### src/rtl/exe_mul_div_unit_pkg.sv
// Shared word length, mul/div operation encodings and FSM state encodings for the
// EXE-stage multiply/divide unit; the ID-stage decoder uses the same OP encodings.
package exe_mul_div_unit_pkg;

    localparam int unsigned WORD_LEN   = 32;
    localparam int unsigned CNT_W      = 6;
    localparam int unsigned ITERATIONS = WORD_LEN;

    typedef enum logic [1:0] {
        OpMultu = 2'b00,
        OpMult  = 2'b01,
        OpDivu  = 2'b10,
        OpDiv   = 2'b11
    } mul_div_op_e;

    typedef enum logic [1:0] {
        StIdle = 2'b00,
        StCalc = 2'b01,
        StSign = 2'b10
    } mul_div_state_e;

    function automatic logic op_is_div(input logic [1:0] op);
        return op[1];
    endfunction

    function automatic logic op_is_signed(input logic [1:0] op);
        return op[0];
    endfunction

endpackage

### src/rtl/mul_div_sign_fix.sv
// Sign handling around the unsigned iterative core: absolute values of the operands at
// load time, and negation of the product or of quotient/remainder at commit time.
module mul_div_sign_fix
    import exe_mul_div_unit_pkg::*;
#(
    parameter int unsigned W = WORD_LEN
) (
    input  logic [W-1:0]   op1,
    input  logic [W-1:0]   op2,
    input  logic           is_signed,
    output logic [W-1:0]   abs1,
    output logic [W-1:0]   abs2,
    output logic           sign_main,
    output logic           sign_rem,
    input  logic [2*W-1:0] acc,
    input  logic           is_div,
    input  logic           neg_main,
    input  logic           neg_rem,
    output logic [W-1:0]   res_hi,
    output logic [W-1:0]   res_lo
);

    logic [2*W-1:0] prod_neg;
    logic [W-1:0]   quot_neg;
    logic [W-1:0]   rem_neg;

    always_comb begin
        // The most negative value negates to itself and is then read as unsigned.
        abs1      = (is_signed && op1[W-1]) ? -op1 : op1;
        abs2      = (is_signed && op2[W-1]) ? -op2 : op2;
        sign_main = is_signed && (op1[W-1] ^ op2[W-1]);
        sign_rem  = is_signed && op1[W-1];

        prod_neg = -acc;
        quot_neg = -acc[W-1:0];
        rem_neg  = -acc[2*W-1:W];

        if (is_div) begin
            res_hi = neg_rem  ? rem_neg  : acc[2*W-1:W];
            res_lo = neg_main ? quot_neg : acc[W-1:0];
        end else begin
            res_hi = neg_main ? prod_neg[2*W-1:W] : acc[2*W-1:W];
            res_lo = neg_main ? prod_neg[W-1:0]   : acc[W-1:0];
        end
    end

endmodule

### src/rtl/exe_mul_div_unit.sv
// Iterative MIPS32 MULT/MULTU/DIV/DIVU unit: one bit per cycle over 32 cycles, a sign
// fix-up cycle, then commit to the architectural HI/LO registers.
module exe_mul_div_unit
    import exe_mul_div_unit_pkg::*;
(
    input  logic                CLK,
    input  logic                RESET,
    input  logic                START,
    input  logic [1:0]          OP,
    input  logic [WORD_LEN-1:0] OPERAND1,
    input  logic [WORD_LEN-1:0] OPERAND2,
    input  logic                MTHI_EN,
    input  logic                MTLO_EN,
    input  logic [WORD_LEN-1:0] MT_DATA,
    output logic                BUSY,
    output logic                DONE,
    output logic [WORD_LEN-1:0] HI,
    output logic [WORD_LEN-1:0] LO,
    output logic                DIV_ZERO
);

    localparam int unsigned W = WORD_LEN;

    mul_div_state_e   state_q;
    mul_div_op_e      op_q;
    logic [W-1:0]     a_q;
    logic [W-1:0]     b_q;
    logic [2*W-1:0]   acc_q;
    logic [CNT_W-1:0] cnt_q;
    logic             sign_main_q;
    logic             sign_rem_q;
    logic [W-1:0]     hi_q;
    logic [W-1:0]     lo_q;
    logic             done_q;
    logic             div_zero_q;

    logic [W-1:0]     abs1;
    logic [W-1:0]     abs2;
    logic             load_sign_main;
    logic             load_sign_rem;
    logic [W-1:0]     res_hi;
    logic [W-1:0]     res_lo;
    logic             is_div_q;

    logic [W-1:0]     mul_addend;
    logic [W:0]       mul_sum;
    logic [W:0]       div_shift;
    logic [W:0]       div_diff;
    logic             div_ok;
    logic [W-1:0]     div_rem;
    logic [2*W-1:0]   acc_next;

    assign is_div_q = op_is_div(op_q);

    // a_q holds the multiplier/divisor and b_q the multiplicand/dividend for both op kinds.
    mul_div_sign_fix #(
        .W (W)
    ) u_sign_fix (
        .op1       (OPERAND1),
        .op2       (OPERAND2),
        .is_signed (op_is_signed(OP)),
        .abs1      (abs1),
        .abs2      (abs2),
        .sign_main (load_sign_main),
        .sign_rem  (load_sign_rem),
        .acc       (acc_q),
        .is_div    (is_div_q),
        .neg_main  (sign_main_q),
        .neg_rem   (sign_rem_q),
        .res_hi    (res_hi),
        .res_lo    (res_lo)
    );

    always_comb begin
        mul_addend = b_q[0] ? a_q : {W{1'b0}};
        mul_sum    = {1'b0, acc_q[2*W-1:W]} + {1'b0, mul_addend};

        // Restoring divide: the remainder never exceeds the divisor, so bit W of the
        // difference is a clean borrow flag.
        div_shift = {acc_q[2*W-1:W], b_q[W-1]};
        div_diff  = div_shift - {1'b0, a_q};
        div_ok    = ~div_diff[W];
        div_rem   = div_ok ? div_diff[W-1:0] : div_shift[W-1:0];

        if (is_div_q) begin
            acc_next = {div_rem, acc_q[W-2:0], div_ok};
        end else begin
            acc_next = {mul_sum, acc_q[W-1:1]};
        end
    end

    always_ff @(posedge CLK) begin
        if (RESET) begin
            state_q     <= StIdle;
            op_q        <= OpMultu;
            a_q         <= '0;
            b_q         <= '0;
            acc_q       <= '0;
            cnt_q       <= '0;
            sign_main_q <= 1'b0;
            sign_rem_q  <= 1'b0;
            hi_q        <= '0;
            lo_q        <= '0;
            done_q      <= 1'b0;
            div_zero_q  <= 1'b0;
        end else begin
            done_q <= 1'b0;
            unique case (state_q)
                StIdle: begin
                    if (MTHI_EN) hi_q <= MT_DATA;
                    if (MTLO_EN) lo_q <= MT_DATA;
                    if (START) begin
                        state_q     <= StCalc;
                        op_q        <= mul_div_op_e'(OP);
                        a_q         <= abs2;
                        b_q         <= abs1;
                        acc_q       <= '0;
                        cnt_q       <= '0;
                        sign_main_q <= load_sign_main;
                        sign_rem_q  <= load_sign_rem;
                        div_zero_q  <= op_is_div(OP) && (OPERAND2 == '0);
                    end
                end
                StCalc: begin
                    acc_q <= acc_next;
                    b_q   <= is_div_q ? {b_q[W-2:0], 1'b0} : {1'b0, b_q[W-1:1]};
                    cnt_q <= cnt_q + CNT_W'(1);
                    if (cnt_q == CNT_W'(ITERATIONS - 1)) state_q <= StSign;
                end
                StSign: begin
                    // Divide by zero: remainder path already yields OPERAND1; force LO.
                    hi_q    <= res_hi;
                    lo_q    <= (is_div_q && div_zero_q) ? {W{1'b1}} : res_lo;
                    done_q  <= 1'b1;
                    state_q <= StIdle;
                end
                default: state_q <= StIdle;
            endcase
        end
    end

    assign BUSY     = (state_q != StIdle);
    assign DONE     = done_q;
    assign HI       = hi_q;
    assign LO       = lo_q;
    assign DIV_ZERO = div_zero_q;

endmodule

### config.mk
export PLATFORM = sky130hd
export DESIGN_NAME = exe_mul_div_unit
export DESIGN_NICKNAME = d
export VERILOG_FILES = /design/src/rtl/exe_mul_div_unit_pkg.sv /design/src/rtl/mul_div_sign_fix.sv /design/src/rtl/exe_mul_div_unit.sv
export SDC_FILE = /design/constraint.sdc
export NUM_CORES = 1
export LEC_CHECK = 0
export ABC_CLOCK_PERIOD_IN_PS = 5800
export CAP_MARGIN = 20
export CORE_MARGIN = 10
export CORE_UTILIZATION = 35
export DETAILED_ROUTE_END_ITERATION = 16
export GPL_TIMING_DRIVEN = 0
export PLACE_DENSITY = 0.58
export SLEW_MARGIN = 20
export SYNTH_ARGS = -nofsm -noshare
export SYNTH_HDL_FRONTEND = slang
export SYNTH_SLANG_ARGS = --single-unit
export TNS_END_PERCENT = 5
### constraint.sdc
create_clock -name CLK -period 5.8 [get_ports CLK]
set_input_delay 1.74 -clock CLK [delete_from_list [all_inputs] [get_ports CLK]]
set_output_delay 1.74 -clock CLK [all_outputs]
set_load 0.01 [all_outputs]
Figure 1. Layout detail (run 1).
Window x 90 to 140, y 136 to 186 um. Cells in grey, sequential cells in the stronger grey; small squares are vias.
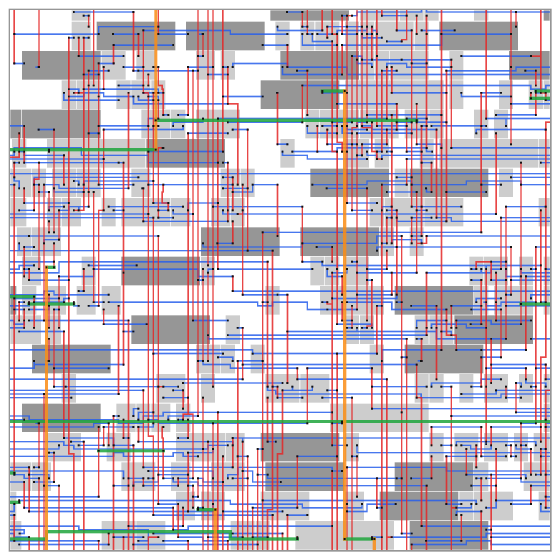
colour	layer
red	met2
blue	met1
green	met3
orange	met4
cells with their middle in the window	166
sequential cells in the window	25
most frequent	nor2_1 (37), dfxtp_1 (25), clkbuf_1 (18)
netlist names of flops here include	acc_q (16), cnt_q (5), state_q (2)

Figure 2. Cell placement (run 1).
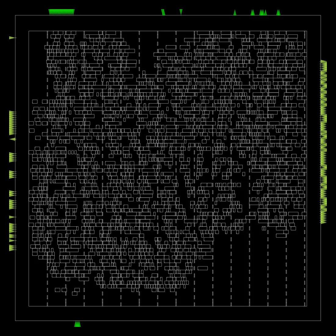
Final Instance Count excl. Fillers: 2807
Site Rows: 76
core area: 43200 um^2
Seq cells: 205
fill count: 4515

==> changes_impl.md, run 1 <==
## Implementation

- Synthesized net count: 2184
- Area share, top type: 26.7%
- # DRC: 0
- Synth Flop Type: dfxtp_1
- Min Hold Slack: 449 ps
- CP required: 6230 ps
- Cell count in the Yosys report: 2010
- Minimum clock period: about 5000 ps
- First-pass GRT wire length: 91200 um
- PostCTS Resize Cnt: 0
- Post-synth area hogs: dfxtp_1 (27%), nor2_1 (6.6%), xnor2_1 (5.9%), ha_1 (5.6%), a21oi_1 (5.5%)
- Num CTS Buffers: 25
- CP Capture Type: register
- Worst-case clock buffer depth: 3
- Status: completed
- Latency at later pin: 580 ps
- Most frequent cells in the layout: nor2_1 (269), dfxtp_1 (205), nand2_1 (170), a21oi_1 (169), clkdlybuf4s50_1 (168)
- Vias in the first global route: 15300
- Number of enable flip-flop cells: 0
- Placer Congestion: 0.925
- Drt via density: between 5 and 6
- Area Growth Syn to Fin: 21.1%
- Design area: 18600 um^2
- P_sw: 1.32 mW
- Commonest Layout Cell: nor2_1
- Yosys warning tally: 0
- Final HPWL DP: 47500 um
- TritonRoute pass-1 iters: 6
- Met2 Use GR: 34.0%
- Setup CP Type: reg2reg
- Lkg Pwr: approximately 7 nW
- H-Tree Level Count: 1
- Mapped Avg Cell Area: ~7.6 um^2
- CP max stage delay: 590 ps
- Pint: 2.82 mW
- Largest net degree at the start of global routing: 14
- PwrDens: ~220 nW/um^2
- Comb pwr share: 23.0%
- Crit Path Max Fanout: 10
- Worst Path Buf+Inv: 3
- Clock network power: 1.63 mW
- # nets final: 2379
- Antenna-violating nets left: 0
- Comb. pwr: ~0.95 mW
- Met3 Resource Use GR: 3.08%
- CP Cell Sequence: clkbuf_1 -> inv_1 -> fa_1 -> nor2b_1 -> o2111ai_1 -> a21oi_1 -> o211ai_1 -> a21boi_0 -> nor2_1 -> a21oi_1 -> xor2_1 -> buf_2 -> mux2_2 -> a222oi_1 -> nor2_1
- GRT Max-Usage Layer: met2
- Fp_density: approximately 36%
- Hold crit path type: reg2reg
- Met2 WL: 25900 um
- Die Span X: about 230 um
- CP arrival: 5480 ps
- Synth unique cells: 75
- Max reg flops: between 60 and 70
- M1 WL: 27800 um
- Uppermost layer routed: met4
- Clock skew: 20.2 ps
- Start of the worst register-to-register path: acc_q[32]$_SDFFE_PP0P_
- Top cell type by total area after synthesis: dfxtp_1
- Top Ports: 170
- Tool Warnings: 26
- Sequential share of power: 37.8%
- Post-route setup TNS: 0 ps
- Placed insts: 2763
- N_diodes: 0
- Die height: 229 um
- Cts hold-fix bufs: 0
- Clk sinks: 205
- CTS tree: yes
- Slew Limit Fails: 0
- Biggest register: acc_q
- Reg-to-reg setup timing slack: about 750 ps
- Setup Buffers After CTS: 0
- Dominant power group: the clock network
- RSZ-0062 raised after global routing: false
- Placed instance area: 17800 um^2
- Sw Share: 32.0%
- Final hold vios: 0
- Crit path max-delay family: AND-OR/OR-AND gates
- Initial antenna violation count: 0
- Seq power: 1.57 mW
- Routed wl met3: ~4200 um
- Slew headroom: 35.4%
- Starting DRT DRC Count: 1534
- Asr flop ratio synth: 0%
- Die area: 52600 um^2
- Post-Syn Instances: 2010
- Layout cell share with drive strength beyond 1: 4.23%
- Hold Startpoint: LO[4]$_SDFFE_PP0P_
- Tcrit/Tclk final: between 80 and 90%
- Clk pwr share: 39.2%
- Total power: roughly 4.1 mW
- Max-cap violations: 0
- Register clock-pin slew on the reported worst setup and hold paths: 60 ps
- Share of the yosys chip area belonging to registers: 26.7%
- Critical path launch point type: register
- Slowest cell on the critical path: a21boi_0
Figure 3. Signal metal coverage by tile (run 1).
Scale: 1.5 px per um. The die is cut into 23 by 23 equal tiles; dark purple is low, yellow is high, scaled to the fullest tile. Values are wire area over tile area, all layers added.
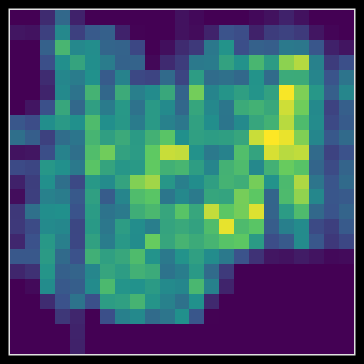
tiles over half the peak	30%
densest ninth of the die	centre
nearly empty tiles	22%
fullest tile	0.54
mean over tiles	0.18
emptiest ninth of the die	lower right
Post-Route WL: 59600 um
drt wl/cell: 21.2 um
gr usage total: 21.5%
DR vias: 16000

[run 1: logic make-up after synthesis]
group | synth area share [%]
AOI/OAI and AO/OA | 26.7
xor gates and xnor gates | 9.59
adders and majority gates | 5.89
buffers and inverters | 4.86
DFF | 26.7
muxes | 5.72
and+or+nand+nor | 20.5
[run 1: metrics by stage]
stage / setup slack [ps] / utilization, %
2_1_floorplan: 1710 / -
3_3_place_gp: 650 / 41.1
3_5_place_dp: 509 / 41.1
4_1_cts: 818 / 43.1
5_1_grt: 550 / 43.1
6_report: 750 / 43.1
[run 1: cells in the mapped netlist, types with 23 or more instances]
cell type,count
o21ai_0,84
a21oi_1,169
a211oi_1,97
nor2_1,269
inv_1,57
nand3_1,25
ha_1,69
and2_1,38
clkbuf_1,112
xnor2_1,104
xor2_1,64
a21o_1,31
dfxtp_1,205
nand2_1,170
nand2b_1,23
nor3_1,37
a31oi_1,43
mux2i_1,63
o221ai_1,32
[run 1: cell type report]
type | instances | area (um^2) | area share, %
Timing Repair Buffer | 168 | 1680 | 9.05
Inverter | 57 | 214 | 1.15
Sequential cell | 205 | 4100 | 22.1
Clock buffer | 35 | 703 | 3.78
Multi-Input combinational cell | 1612 | 10500 | 56.5
Tap cell | 585 | 732 | 3.94
Buffer | 136 | 532 | 2.86
Clock inverter | 9 | 121 | 0.653
[run 1: final timing paths]
check / depth (start not counted) / end
worst max register to register: 15 / acc_q[39]$_SDFFE_PP0P_
worst min-delay path: 2 / LO[4]$_SDFFE_PP0P_
worst max-delay path: 15 / acc_q[39]$_SDFFE_PP0P_
worst min register to register: 2 / LO[4]$_SDFFE_PP0P_
[run 1: tightest hold or removal path, cell delays in order (launching register included)]
cell and delay (ps):
dfxtp_1 310, nand2_1 50, a21oi_1 50
==> run 2, diff against run 1 <==
Settings changed: SKIP_LAST_GASP from default to 1.
Figure 4. Signal metal coverage by tile (run 2).
Scale: 1.5 px per um. The die is cut into 23 by 23 equal tiles; dark purple is low, yellow is high, scaled to the fullest tile. Values are wire area over tile area, all layers added.
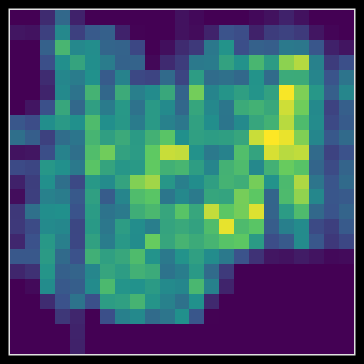
emptiest ninth of the die	lower right
densest ninth of the die	centre
tiles over half the peak	30%
mean over tiles	0.18
fullest tile	0.54

==> changes_impl.md, run 2 <==
## Implementation

- Asr flop ratio synth: 0%
- Number of enable flip-flop cells: 0
- Grt total ovfl: 0
- Setup violations, final: 0
- Clk pwr share: around two fifths
- Slew headroom: 35.4%
- Core area: around 43000 um^2
- Fmax achieved: 198 MHz
- Top cell type by total area after synthesis: dfxtp_1
- N_diodes: 0
- Clock skew: 20.2 ps
- Placer Congestion: 0.925
- Clk sinks: between 200 and 250
- Commonest Layout Cell: nor2_1
- Antenna-violating nets left: 0
- Design area: 18600 um^2
- Worst-case clock buffer depth: 3
- Most frequent cells in the layout: nor2_1 (269), dfxtp_1 (205), nand2_1 (170), a21oi_1 (169), clkdlybuf4s50_1 (168)
- Slew Limit Fails: 0
- Minimum clock period: a little over 5000 ps
- Max reg flops: 64
- Die Span X: 229 um
- Synth top cells by count: nor2_1 (269), dfxtp_1 (205), nand2_1 (170)
- Total power: 4.14 mW
- Gr usage total: 21.5%
- Post-Route WL: between 50000 and 60000 um
- Synth Area in XOR/XNOR: about a tenth
- CP arrival: 5480 ps
- Register clock-pin slew on the reported worst setup and hold paths: 60 ps
- First-pass GRT wire length: 91200 um
- # nets final: 2379
- Final hold vios: 0
- Fa+ha+maj area frac: 5.89%
- Setup Buffers After CTS: 0
- Latency at later pin: 580 ps
- Initial antenna violation count: 0
- Yosys warning tally: 0
- Hold crit path type: reg2reg
- Crit Path Max Fanout: 10
- Die height: 229 um
- Tcrit/Tclk final: 87.1%
- Placed insts: approximately 2800
- Final Instance Count excl. Fillers: 2807
- Area share, top type: 26.7%
- P_sw: 1.32 mW
- And+or+nand+nor area frac: 20.5%
- RSZ-0062 raised after global routing: false
- Post-route setup TNS: 0 ps
- WHS Endpoint: LO[4]$_SDFFE_PP0P_
- Lkg Pwr: between 7 and 8 nW
- Sw Share: 32.0%
- Placed instance area: 17800 um^2
- Cells on worst reg2reg path: 15
- CTS tree: yes
- Cts hold-fix bufs: 0
- H-Tree Level Count: 1
- Sequential share of power: 37.8%
- Start of the worst register-to-register path: acc_q[32]$_SDFFE_PP0P_
- Site Rows: 76
- Vias in the first global route: 15300
- # DRC: 0
- Die area: about 53000 um^2
- Setup CP Type: reg2reg
- Mux cell area share: 5.72%
- CP required: 6230 ps
- Worst vdd ir: 0.176 mV
- Max-cap violations: 0
- TritonRoute pass-1 iters: 6
- Num CTS Buffers: 25
- Share of the yosys chip area belonging to registers: 26.7%
- Final Core Density: 43.1%
- Area Growth Syn to Fin: 21.1%
- DR vias: approximately 16000
- Mapped Avg Cell Area: 7.64 um^2
- Synthesized net count: 2184
- Status: completed
- Hold Startpoint: LO[4]$_SDFFE_PP0P_
- PwrDens: 223 nW/um^2
- Area fraction in compound gates: 26.7%
- Post-Syn Instances: approximately 2000
- Largest net degree at the start of global routing: 14
- Biggest register: acc_q
- Cell count in the Yosys report: 2010
- Final HPWL DP: between 40000 and 50000 um
- Drt via density: 5.69
- Starting DRT DRC Count: about 1500
- Tool Warnings: 26
- End of the worst register-to-register path: acc_q[39]$_SDFFE_PP0P_
- Pre-CTS setup slack: approximately 510 ps
- Seq cells post-synth: 205
- Comb pwr share: 23.0%
- Drt wl/cell: 21.2 um
- PostCTS Resize Cnt: 0
- Min Hold Slack: 449 ps
- Pint: 2.82 mW
- Reg-to-reg setup timing slack: about 750 ps
- Layout cell share with drive strength beyond 1: 4.23%
- CP Capture Type: register
- Critical path launch point type: register
- Top logic family: AND-OR/OR-AND gates
- Post-synth area hogs: dfxtp_1 (27%), nor2_1 (6.6%), xnor2_1 (5.9%), ha_1 (5.6%), a21oi_1 (5.5%)
- Synth unique cells: around 75
- Most common cell in the synthesized netlist: nor2_1
- Synth Flop Type: dfxtp_1
- Top Ports: 170
- Worst hold path depth: 2
- Fp_density: roughly 36%
- Fin worst setup slack: between 700 and 800 ps
[run 2: worst max-delay path, cell delays in order, from the launching register on]
cell       delay [ps]
dfxtp_1           410
clkbuf_1          490
inv_1             190
fa_1              470
nor2b_1           230
o2111ai_1         210
a21oi_1           330
o211ai_1          240
a21boi_0          590
nor2_1            110
a21oi_1           290
xor2_1            240
buf_2             350
mux2_2            370
a222oi_1          310
nor2_1             70
[run 2: metal layers]
metal  GRT usage [%]  share of wire [%]  vias up
met3            3.08                7.0      103
met2            34.0                 43      621
li1                -                  -     7722
met4            6.25                2.8        0
met1            29.8                 47     7533
met5               0                  0        -
[run 2: how the worst max path moves through the flow]
| stage | start | to | slack, ps |
|---|---|---|---|
| finish | acc_q[32]$_SDFFE_PP0P_ | acc_q[39]$_SDFFE_PP0P_ | 750 |
| CTS | acc_q[32]$_SDFFE_PP0P_ | acc_q[39]$_SDFFE_PP0P_ | 820 |
| global route | acc_q[32]$_SDFFE_PP0P_ | acc_q[39]$_SDFFE_PP0P_ | 550 |
| global placement | OPERAND1[4] | b_q[25]$_SDFFE_PP0P_ | 650 |
| detailed placement | OPERAND1[2] | b_q[29]$_SDFFE_PP0P_ | 510 |
| floorplan | OPERAND1[4] | b_q[25]$_SDFFE_PP0P_ | 1710 |
[run 2: final cells by class]
class	count	area [um^2]
plain buffers	136	532
repair buffers	168	1680
inverters	57	214
clock inverters	9	121
well taps	585	732
fillers	4515	24600
flip-flops and latches	205	4100
multi-input cells	1612	10500
clock buffers	35	703
[run 2: power by group through the flow]
stage	clock network, mW	logic [mW]	registers [mW]
2_1_floorplan	0	0.564	1.58
3_3_place_gp	0	0.930	1.59
3_5_place_dp	0	0.940	1.59
4_1_cts	1.64	0.944	1.56
5_1_grt	1.69	1.04	1.57
6_report	1.63	0.950	1.57
Power is estimated from default activity; no workload was simulated.
